## src/rtl/fetch_stage_if.sv

```systemverilog
// Instruction-memory request/acknowledge bus between the IF stage and the instruction memory.
// The master drives the request and address; the memory answers with ack and the instruction word.
interface fetch_stage_if;
   logic        imem_req;
   logic [31:0] imem_addr;
   logic        imem_ack;
   logic [31:0] imem_rdata;

   modport master (
      output imem_req,
      output imem_addr,
      input  imem_ack,
      input  imem_rdata
   );

   modport slave (
      input  imem_req,
      input  imem_addr,
      output imem_ack,
      output imem_rdata
   );
endinterface

```

## src/rtl/fetch_stage.sv

```systemverilog
// IF stage of the five-stage MIPS pipeline: owns the PC and the IF/ID register.
// Fetches over a req/ack bus with wait states and parks a stalled word in a one-entry buffer.
module fetch_stage #(
   parameter logic [31:0] PC_RESET  = 32'h00003000,
   parameter logic [31:0] NOP_INSTR = 32'h00000000
) (
   input  logic                clk,
   input  logic                reset,
   input  logic                stall,
   input  logic [31:0]         d_NPC,
   fetch_stage_if.master       imem,
   output logic [31:0]         f_PC,
   output logic [31:0]         IFID_PC,
   output logic [31:0]         IFID_Instr,
   output logic                fetch_busy
);

   typedef enum logic {
      FETCH = 1'b0,
      READY = 1'b1
   } state_t;

   state_t      state_q, state_d;
   logic [31:0] pc_q, pc_d;
   logic [31:0] ifidPc_q, ifidPc_d;
   logic [31:0] ifidInstr_q, ifidInstr_d;
   logic [31:0] buf_q, buf_d;
   logic        bufValid_q, bufValid_d;
   logic        adv;
   logic        capture;

   always_ff @(posedge clk or negedge reset) begin
      if (!reset) begin
         state_q <= FETCH;
      end else begin
         state_q <= state_d;
      end
   end

   always_comb begin
      state_d = state_q;
      case (state_q)
         FETCH: begin
            if (imem.imem_ack && stall) begin
               state_d = READY;
            end
         end
         READY: begin
            if (!stall && bufValid_q) begin
               state_d = FETCH;
            end
         end
         default: state_d = FETCH;
      endcase
   end

   // adv moves the fetched word into IF/ID; capture parks it while decode is stalled.
   always_comb begin
      imem.imem_req  = 1'b0;
      imem.imem_addr = pc_q;
      fetch_busy     = 1'b0;
      adv            = 1'b0;
      capture        = 1'b0;
      case (state_q)
         FETCH: begin
            imem.imem_req = 1'b1;
            fetch_busy    = !imem.imem_ack;
            adv           = imem.imem_ack && !stall;
            capture       = imem.imem_ack && stall;
         end
         READY: begin
            adv = !stall && bufValid_q;
         end
         default: begin
            imem.imem_req = 1'b0;
         end
      endcase
   end

   always_comb begin
      pc_d        = pc_q;
      ifidPc_d    = ifidPc_q;
      ifidInstr_d = ifidInstr_q;
      buf_d       = buf_q;
      bufValid_d  = bufValid_q;
      if (adv) begin
         pc_d        = d_NPC;
         ifidPc_d    = pc_q;
         ifidInstr_d = (state_q == READY) ? buf_q : imem.imem_rdata;
         bufValid_d  = 1'b0;
      end else if (capture) begin
         buf_d      = imem.imem_rdata;
         bufValid_d = 1'b1;
      end
   end

   always_ff @(posedge clk or negedge reset) begin
      if (!reset) begin
         pc_q        <= PC_RESET;
         ifidPc_q    <= PC_RESET;
         ifidInstr_q <= NOP_INSTR;
         buf_q       <= 32'h0;
         bufValid_q  <= 1'b0;
      end else begin
         pc_q        <= pc_d;
         ifidPc_q    <= ifidPc_d;
         ifidInstr_q <= ifidInstr_d;
         buf_q       <= buf_d;
         bufValid_q  <= bufValid_d;
      end
   end

   assign f_PC       = pc_q;
   assign IFID_PC    = ifidPc_q;
   assign IFID_Instr = ifidInstr_q;

endmodule

```

## src/flat_wrapper.sv

```systemverilog
// flat-port wrapper written by rule: the top's interface ports become plain ports
module fetch_stage_flat 
#(
   parameter logic [31:0] PC_RESET  = 32'h00003000,
   parameter logic [31:0] NOP_INSTR = 32'h00000000
)
  (clk, reset, stall, d_NPC, f_PC, IFID_PC, IFID_Instr, fetch_busy, imem_imem_req, imem_imem_addr, imem_imem_ack, imem_imem_rdata);
  fetch_stage_if imem_i ();
  input  logic clk;
  input  logic reset;
  input  logic stall;
  input  logic [31:0] d_NPC;
  output logic [31:0] f_PC;
  output logic [31:0] IFID_PC;
  output logic [31:0] IFID_Instr;
  output logic fetch_busy;
  output wire logic [$bits(imem_i.imem_req)-1:0] imem_imem_req;
  output wire logic [$bits(imem_i.imem_addr)-1:0] imem_imem_addr;
  input wire logic [$bits(imem_i.imem_ack)-1:0] imem_imem_ack;
  input wire logic [$bits(imem_i.imem_rdata)-1:0] imem_imem_rdata;
  assign imem_imem_req = imem_i.imem_req;
  assign imem_imem_addr = imem_i.imem_addr;
  assign imem_i.imem_ack = imem_imem_ack;
  assign imem_i.imem_rdata = imem_imem_rdata;
  fetch_stage #(.PC_RESET(PC_RESET), .NOP_INSTR(NOP_INSTR)) u_core (.clk(clk), .reset(reset), .stall(stall), .d_NPC(d_NPC), .imem(imem_i), .f_PC(f_PC), .IFID_PC(IFID_PC), .IFID_Instr(IFID_Instr), .fetch_busy(fetch_busy));
endmodule
```

## config.mk

```make
export PLATFORM = sky130hd
export DESIGN_NAME = fetch_stage_flat
export DESIGN_NICKNAME = d
export VERILOG_FILES = /design/src/rtl/fetch_stage_if.sv /design/src/rtl/fetch_stage.sv /design/src/flat_wrapper.sv
export SDC_FILE = /design/constraint.sdc
export NUM_CORES = 1
export LEC_CHECK = 0
export ABC_AREA = 1
export CAP_MARGIN = 10
export CORE_ASPECT_RATIO = 1.2
export CORE_MARGIN = 2
export CORE_UTILIZATION = 31
export DETAILED_ROUTE_END_ITERATION = 7
export PLACE_DENSITY = 0.64
export SLEW_MARGIN = 20
export SYNTH_ARGS = -nofsm -noshare
export SYNTH_HDL_FRONTEND = slang
export SYNTH_SLANG_ARGS = --single-unit
```

## constraint.sdc

```tcl
create_clock -name clk -period 2.67 [get_ports clk]
set_clock_uncertainty 0.15 [all_clocks]
set_input_delay 0.4005 -clock clk [delete_from_list [all_inputs] [get_ports clk]]
set_output_delay 0.4005 -clock clk [all_outputs]
set_load 0.02 [all_outputs]
```

run_1/pinout.png
Drawn at 2 px/µm. Pins as bars across the die edge, other pins in gray.
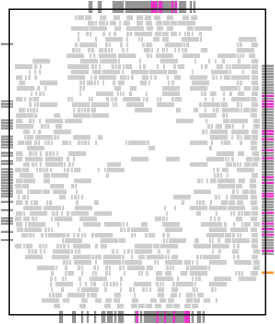
legend:
  f_PC:
    color: magenta
    pins: 32
    direction: output
    edge: 18 east, 7 south, 7 north
  reset:
    color: orange
    pins: 1
    direction: input
    edge: east

run_1/clock_nets.png
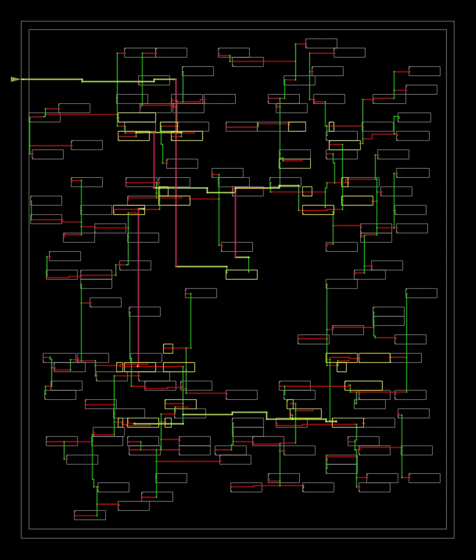
Layout clock buffers: 21
number of buffers created by CTS: 17
FFs & Latches: 130

run_1/gates.png
Drawn at 2 px/µm.
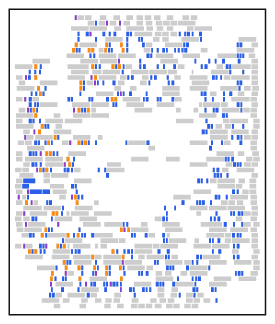
legend:
  nand cells:
    color: blue
    cells: 359
    where: spread over the die
  aoi and oai cells:
    color: orange
    cells: 65
  inv cells:
    color: purple
    cells: 35

[run 1: layout by cell type, fill, tap and decap left out]
master / instances
nand3_4: 2
clkbuf_1: 2
dfrtp_1: 125
inv_1: 35
nand2_1: 258
or2_2: 1
clkdlybuf4s50_1: 196
clkbuf_16: 17
nand2_4: 1
bufinv_16: 2
buf_4: 5
clkinv_2: 4
buf_6: 1
clkinvlp_4: 4
buf_12: 5
nand3_2: 1
o21ai_0: 65
nand3_1: 97
clkbuf_8: 2
dlygate4sd3_1: 1
dfstp_2: 4
dfrtp_2: 1
[run 1: per-stage QoR]
| step | utilization | instance area [µm²] | total power [W] | cells | hold slack, ns |
|---|---|---|---|---|---|
| after floorplan | - | 5660 | 0.00202 | 666 | -0.0451 |
| after global placement | 0.423 | 7620 | 0.00217 | 1021 | 0.292 |
| after detailed placement | 0.423 | 7620 | 0.00217 | 1021 | 0.283 |
| after CTS | 0.455 | 8200 | 0.00446 | 1053 | 0.332 |
| after global routing | 0.455 | 8200 | 0.00457 | 1053 | 0.340 |
| final | 0.455 | 8200 | 0.00439 | 1053 | 0.330 |
[run 1: metal layers]
layer / up-vias / track usage / routed length, µm / part of all wire
li1: 2379 / - / - / -
met1: 2297 / 0.206 / 6880 / 0.46
met2: 137 / 0.251 / 7210 / 0.48
met3: 12 / 0.0472 / 780 / 0.052
met4: 0 / 0.0523 / 206 / 0.014
met5: - / 0 / 0 / 0
[run 1: report_power, final]
group	switching, W	total (W)	internal (W)
Clock	0.000850	0.00226	0.00141
Combinational	0.0000664	0.000161	0.0000944
Sequential	0	0.00197	0.00197
Total	0.000917	0.00439	0.00348
[run 1: final timing paths]
path | slack (ns) | startpoint | to | cells past startpoint
setup / recovery | 0.28 | imem_imem_ack | fetch_busy | 4
hold / removal | 0.33 | u_core.f_PC[13]$_DFFE_PN1P_ | u_core.IFID_PC[13]$_DFFE_PN1P_ | 2
setup reg to reg | 0.64 | u_core.state_q$_DFF_PN0_ | u_core.f_PC[27]$_DFFE_PN0P_ | 6
hold reg to reg | 0.33 | u_core.f_PC[13]$_DFFE_PN1P_ | u_core.IFID_PC[13]$_DFFE_PN1P_ | 2
max in group asynchronous | 1.25 | reset | u_core.IFID_PC[13]$_DFFE_PN1P_ | 3
min in group asynchronous | 0.39 | reset | u_core.IFID_PC[19]$_DFFE_PN0P_ | 2
[run 1: state kept, by name, summed over array words and instances, names as in the netlist]
register and flops:
u_core.f_PC 32, u_core.IFID_Instr 32, u_core.bufValid_q 1, u_core.buf_q 32
u_core.IFID_PC 32, u_core.state_q 1
[run 1: worst max-delay path, stage by stage]
cell and delay [ns]:
clkdlybuf4s50_1 0.48, or2_2 0.31, inv_1 0.06, clkdlybuf4s50_1 0.59
[run 1: cell type report]
cell class	count	area [µm²]	share of cell area
Clock buffer	21	460	0.0561
Clock inverter	10	110	0.0134
Inverter	35	131	0.0160
Multi-Input combinational cell	425	1840	0.224
Sequential cell	130	3260	0.397
Tap cell	224	280	0.0342
Timing Repair Buffer	208	2120	0.259
[run 1: logic make-up after synthesis]
group / Yosys count / share of synthesized area
DFF: 130 / 0.575
AOI/OAI and AO/OA: 65 / 0.0574
and+or+nand+nor: 360 / 0.265
buffers and inverters: 111 / 0.103
==> run summary, run 1 <==
The run has ended; figures from its reports follow.

The flow ran to the end, and the final reports show no timing, DRC or antenna violations. Hold-check failures listed in the final report amount to 0. STA classifies the critical path endpoint as an output pin.

The I/O pin total is approximately 200. For this run, the register share of the synthesized area comes to 0.575. The total global routing track utilization is 0.158.

The area inside the core boundary came out at between 15000 and 20000 µm². The worst path in the final design needs a cycle of around 2.4 ns, including I/O delays and setup. In the final layout, the share of cells above drive strength 1 is 0.0603. CTS saw between 100 and 150 sinks. In the post-synthesis netlist, the biggest area contributors are dfrtp_1, nand2_1, nand3_1, o21ai_0, buf_4.

The iteration-0 DRC count of the detailed router is 282. TritonCTS built the clock tree. The maximum clock insertion buffer count came out at 2. The post-synthesis instance total came out at 666.

The number of maximum-capacitance constraint violations came out at 0. The total of endpoints with negative setup slack in the final report came out at 0. The number of input and output port buffers inserted is between 150 and 200. The area growth from synthesis to layout is 44.9%. The net total in the final layout came out at just under 900.

The number of setup buffers added after CTS came out at 0. The clock slew at the register clock pins of the worst setup and hold paths is 0.06 ns. The area recorded from the Yosys report for this design is between 5000 and 6000 µm². The fraction of synthesized cell area taken by the top area cell type came out at 0.557.

The diode insertion count for antenna repair is 0.
run_1/layers.png
Drawn at 2 px/µm. Two of the layers only.
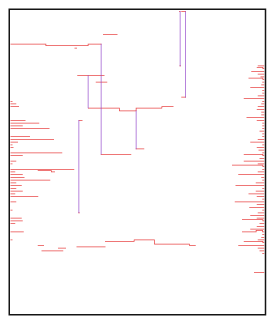

--- run 2 (diff from run 1) ---
--- a/config.mk
+++ b/config.mk
@@ -8,8 +8,9 @@
 export ABC_AREA = 1
 export CAP_MARGIN = 10
 export CORE_ASPECT_RATIO = 1.2
-export CORE_MARGIN = 2
+export CORE_MARGIN = 5
 export CORE_UTILIZATION = 31
+export CTS_CLUSTER_SIZE = 24
 export DETAILED_ROUTE_END_ITERATION = 7
 export PLACE_DENSITY = 0.64
 export SLEW_MARGIN = 20
run_2/layers.png
Drawn at 1.5 px/µm. Two of the layers only.
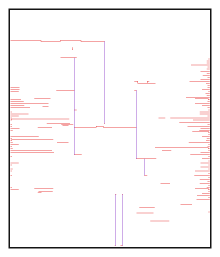
legend:
  M4:
    color: purple
    wire_length: 243 µm
  M3:
    color: red
    wire_length: 972 µm

==> run summary, run 2 <==
The run has ended; figures from its reports follow.

The number of remaining DRC errors came out at 0. The critical path capture point type is an output pin. The buffer type at the clock tree root is clkbuf_16. Looking at the reg2reg group, the worst path ends at u_core.IFID_PC[8]$_DFFE_PN0P_.

The worst hold path stage count is 2 (unchanged). The final cell area excluding filler cells came out at 8210 µm² (about the same). The cell-internal power came out at 0.00348 W (+0.21%). The most common logic cells in the final layout are nand2_1, clkdlybuf4s50_1, dfrtp_1, nand3_1, o21ai_0.

STA shows the worst min-delay path finishing at u_core.buf_q[25]$_DFFE_PN0P_. The total net switching power is 0.000900 W (-1.8%). Across the VDD grid, the largest voltage drop is around 0.36 mV.

The minimum clock period after layout came out at 2.41 ns (+0.0114 ns). The total of endpoints with negative setup slack in the final report is 0 (unchanged). The number of optimization iterations in the first detailed-route pass is 5. The post-synthesis instance total is 666 (unchanged). The diode insertion count for antenna repair is 0 (unchanged). STA lists the startpoint of the worst register-to-register path as u_core.state_q$_DFF_PN0_. The number of hold violations in the final report is 0 (unchanged). The flow ran to the end, and the final reports show no timing, DRC or antenna violations. At the worst endpoint, the required time is ~2.1 ns. The clock buffer count from CTS came out at 17 (unchanged).

Nets still carrying antenna violations after routing amount to 0. The depth of the worst register-to-register path came out at 6 (unchanged). TritonCTS built the clock tree. The share of flip-flops with an asynchronous set or reset after synthesis is 1.00. The share of layout cells above drive strength 1 came out at 0.0636 (+0.00331). The area inside the core boundary came out at 18100 µm² (+0.37%).

The post-route worst hold slack came to 0.332 ns (+0.00272 ns). The number of setup buffers added after CTS came to 0 (unchanged). The fraction of synthesized cell area taken by the top area cell type is 0.557 (unchanged). The net total in the final layout is 889 (+0.45%). The area of the synthesized netlist per yosys stat is 5660 µm² (unchanged). The proportion of power drawn by the clock network came to 0.513 (-0.002). The I/O pin total came out at 198 (unchanged). The setup slack of the most critical reg-to-reg path was 0.63 ns (about the same). The total cell area at the placement stage was 7630 µm² (about the same). The number of input and output port buffers inserted came out at 197 (unchanged).

The portion of total power attributed to combinational logic came out at 0.037 (about the same). The total global routing track utilization came out at 0.144 (-0.0135). The iteration-0 DRC count of the detailed router was 285 (+1.1%). The main area contributors are dfrtp_1, nand2_1, nand3_1, o21ai_0, buf_4. The clock slew at the register clock pins of the worst setup and hold paths came to 0.05 ns (about the same).

Per the hold report, the tightest min-delay path originates at u_core.buf_q[25]$_DFFE_PN0P_. The register share of total power is 0.450 (about the same). Yosys mapped the design onto 14 distinct sky130hd cell types. The CTS sink count is 130 (unchanged). The dominant logic cell type in the layout is nand2_1. The switching share of total power came to 0.205 (-0.00335).

The number of maximum-capacitance constraint violations is 0 (unchanged). The number of fill cells in the layout is 1754.
run_2/gates.png
Drawn at 2 px/µm.
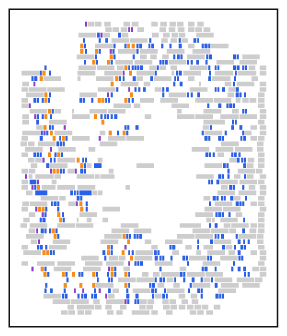
legend:
  nand cells:
    color: blue
    cells: 359
    where: spread over the die
  inv cells:
    color: purple
    cells: 35
  aoi and oai cells:
    color: orange
    cells: 65

run 2: cell counts after synthesis:
No cell type changed its count.
run 2: how the worst max path moves through the flow:
stage / from / endpoint / slack [ns] / cells past startpoint
detailed placement: imem_imem_ack / fetch_busy / 0.26 / 4
global placement: imem_imem_ack / fetch_busy / 0.27 / 4
floorplan: u_core.state_q$_DFF_PN0_ / fetch_busy / 1.13 / 3
finish: imem_imem_ack / fetch_busy / 0.26 / 4
CTS: imem_imem_ack / fetch_busy / 0.25 / 4
global route: imem_imem_ack / fetch_busy / 0.23 / 4
run 2: through the flow:
step           cells  worst slack (ns)   util  power, W
5_1_grt         1057             0.229  0.453   0.00456
3_5_place_dp    1025             0.262  0.421   0.00217
4_1_cts         1057             0.254  0.453   0.00446
2_1_floorplan    666              1.13      -   0.00202
3_3_place_gp    1025             0.274  0.421   0.00217
6_report        1057             0.264  0.453   0.00438
run 2: cells by family (layout without fill, tap and decap cells):
kind of cell,Yosys count,in the layout,share of synthesized area
AOI/OAI and AO/OA,65,65,0.0574
buffers and inverters,111,278,0.103
and+or+nand+nor,360,360,0.265
DFF,130,130,0.575
run 2: per-layer routing:
layer	vias to the layer above	part of all wire	track usage
met4	0	0.016	0.0549
met1	2256	0.44	0.186
met5	-	0	0
met2	163	0.48	0.234
met3	16	0.063	0.0394
li1	2390	-	-
run 2: critical path, stage by stage:
cell             delay [ns]
clkdlybuf4s50_1        0.49
or2_2                  0.32
inv_1                  0.06
clkdlybuf4s50_1        0.59
run 2: timing repair:
item | CTS | global route
setup endpoints to repair | 0 | 0
hold buffers | 1 | 0
endpoints found under the hold margin | 51 | 0
resized | 0 | 0
run 2: layout make-up:
cell class / instances / area [µm²] / area share
sequential: 130 / 3260 / 0.397
clock buffer: 22 / 464 / 0.0565
timing repair buffer: 212 / 2130 / 0.259
tap: 224 / 280 / 0.0341
multi-input combinational: 425 / 1840 / 0.224
clock inverter: 9 / 108 / 0.0131
inverter: 35 / 131 / 0.0160
run 2: power by group through the flow:
stage	Clock (W)	Sequential (W)	Combinational [W]
5_1_grt	0.00240	0.00197	0.000182
3_5_place_dp	0	0.00201	0.000166
4_1_cts	0.00232	0.00197	0.000168
6_report	0.00225	0.00197	0.000164
2_1_floorplan	0	0.00201	0.0000124
3_3_place_gp	0	0.00201	0.000166
Power and IR drop assume default switching activity.
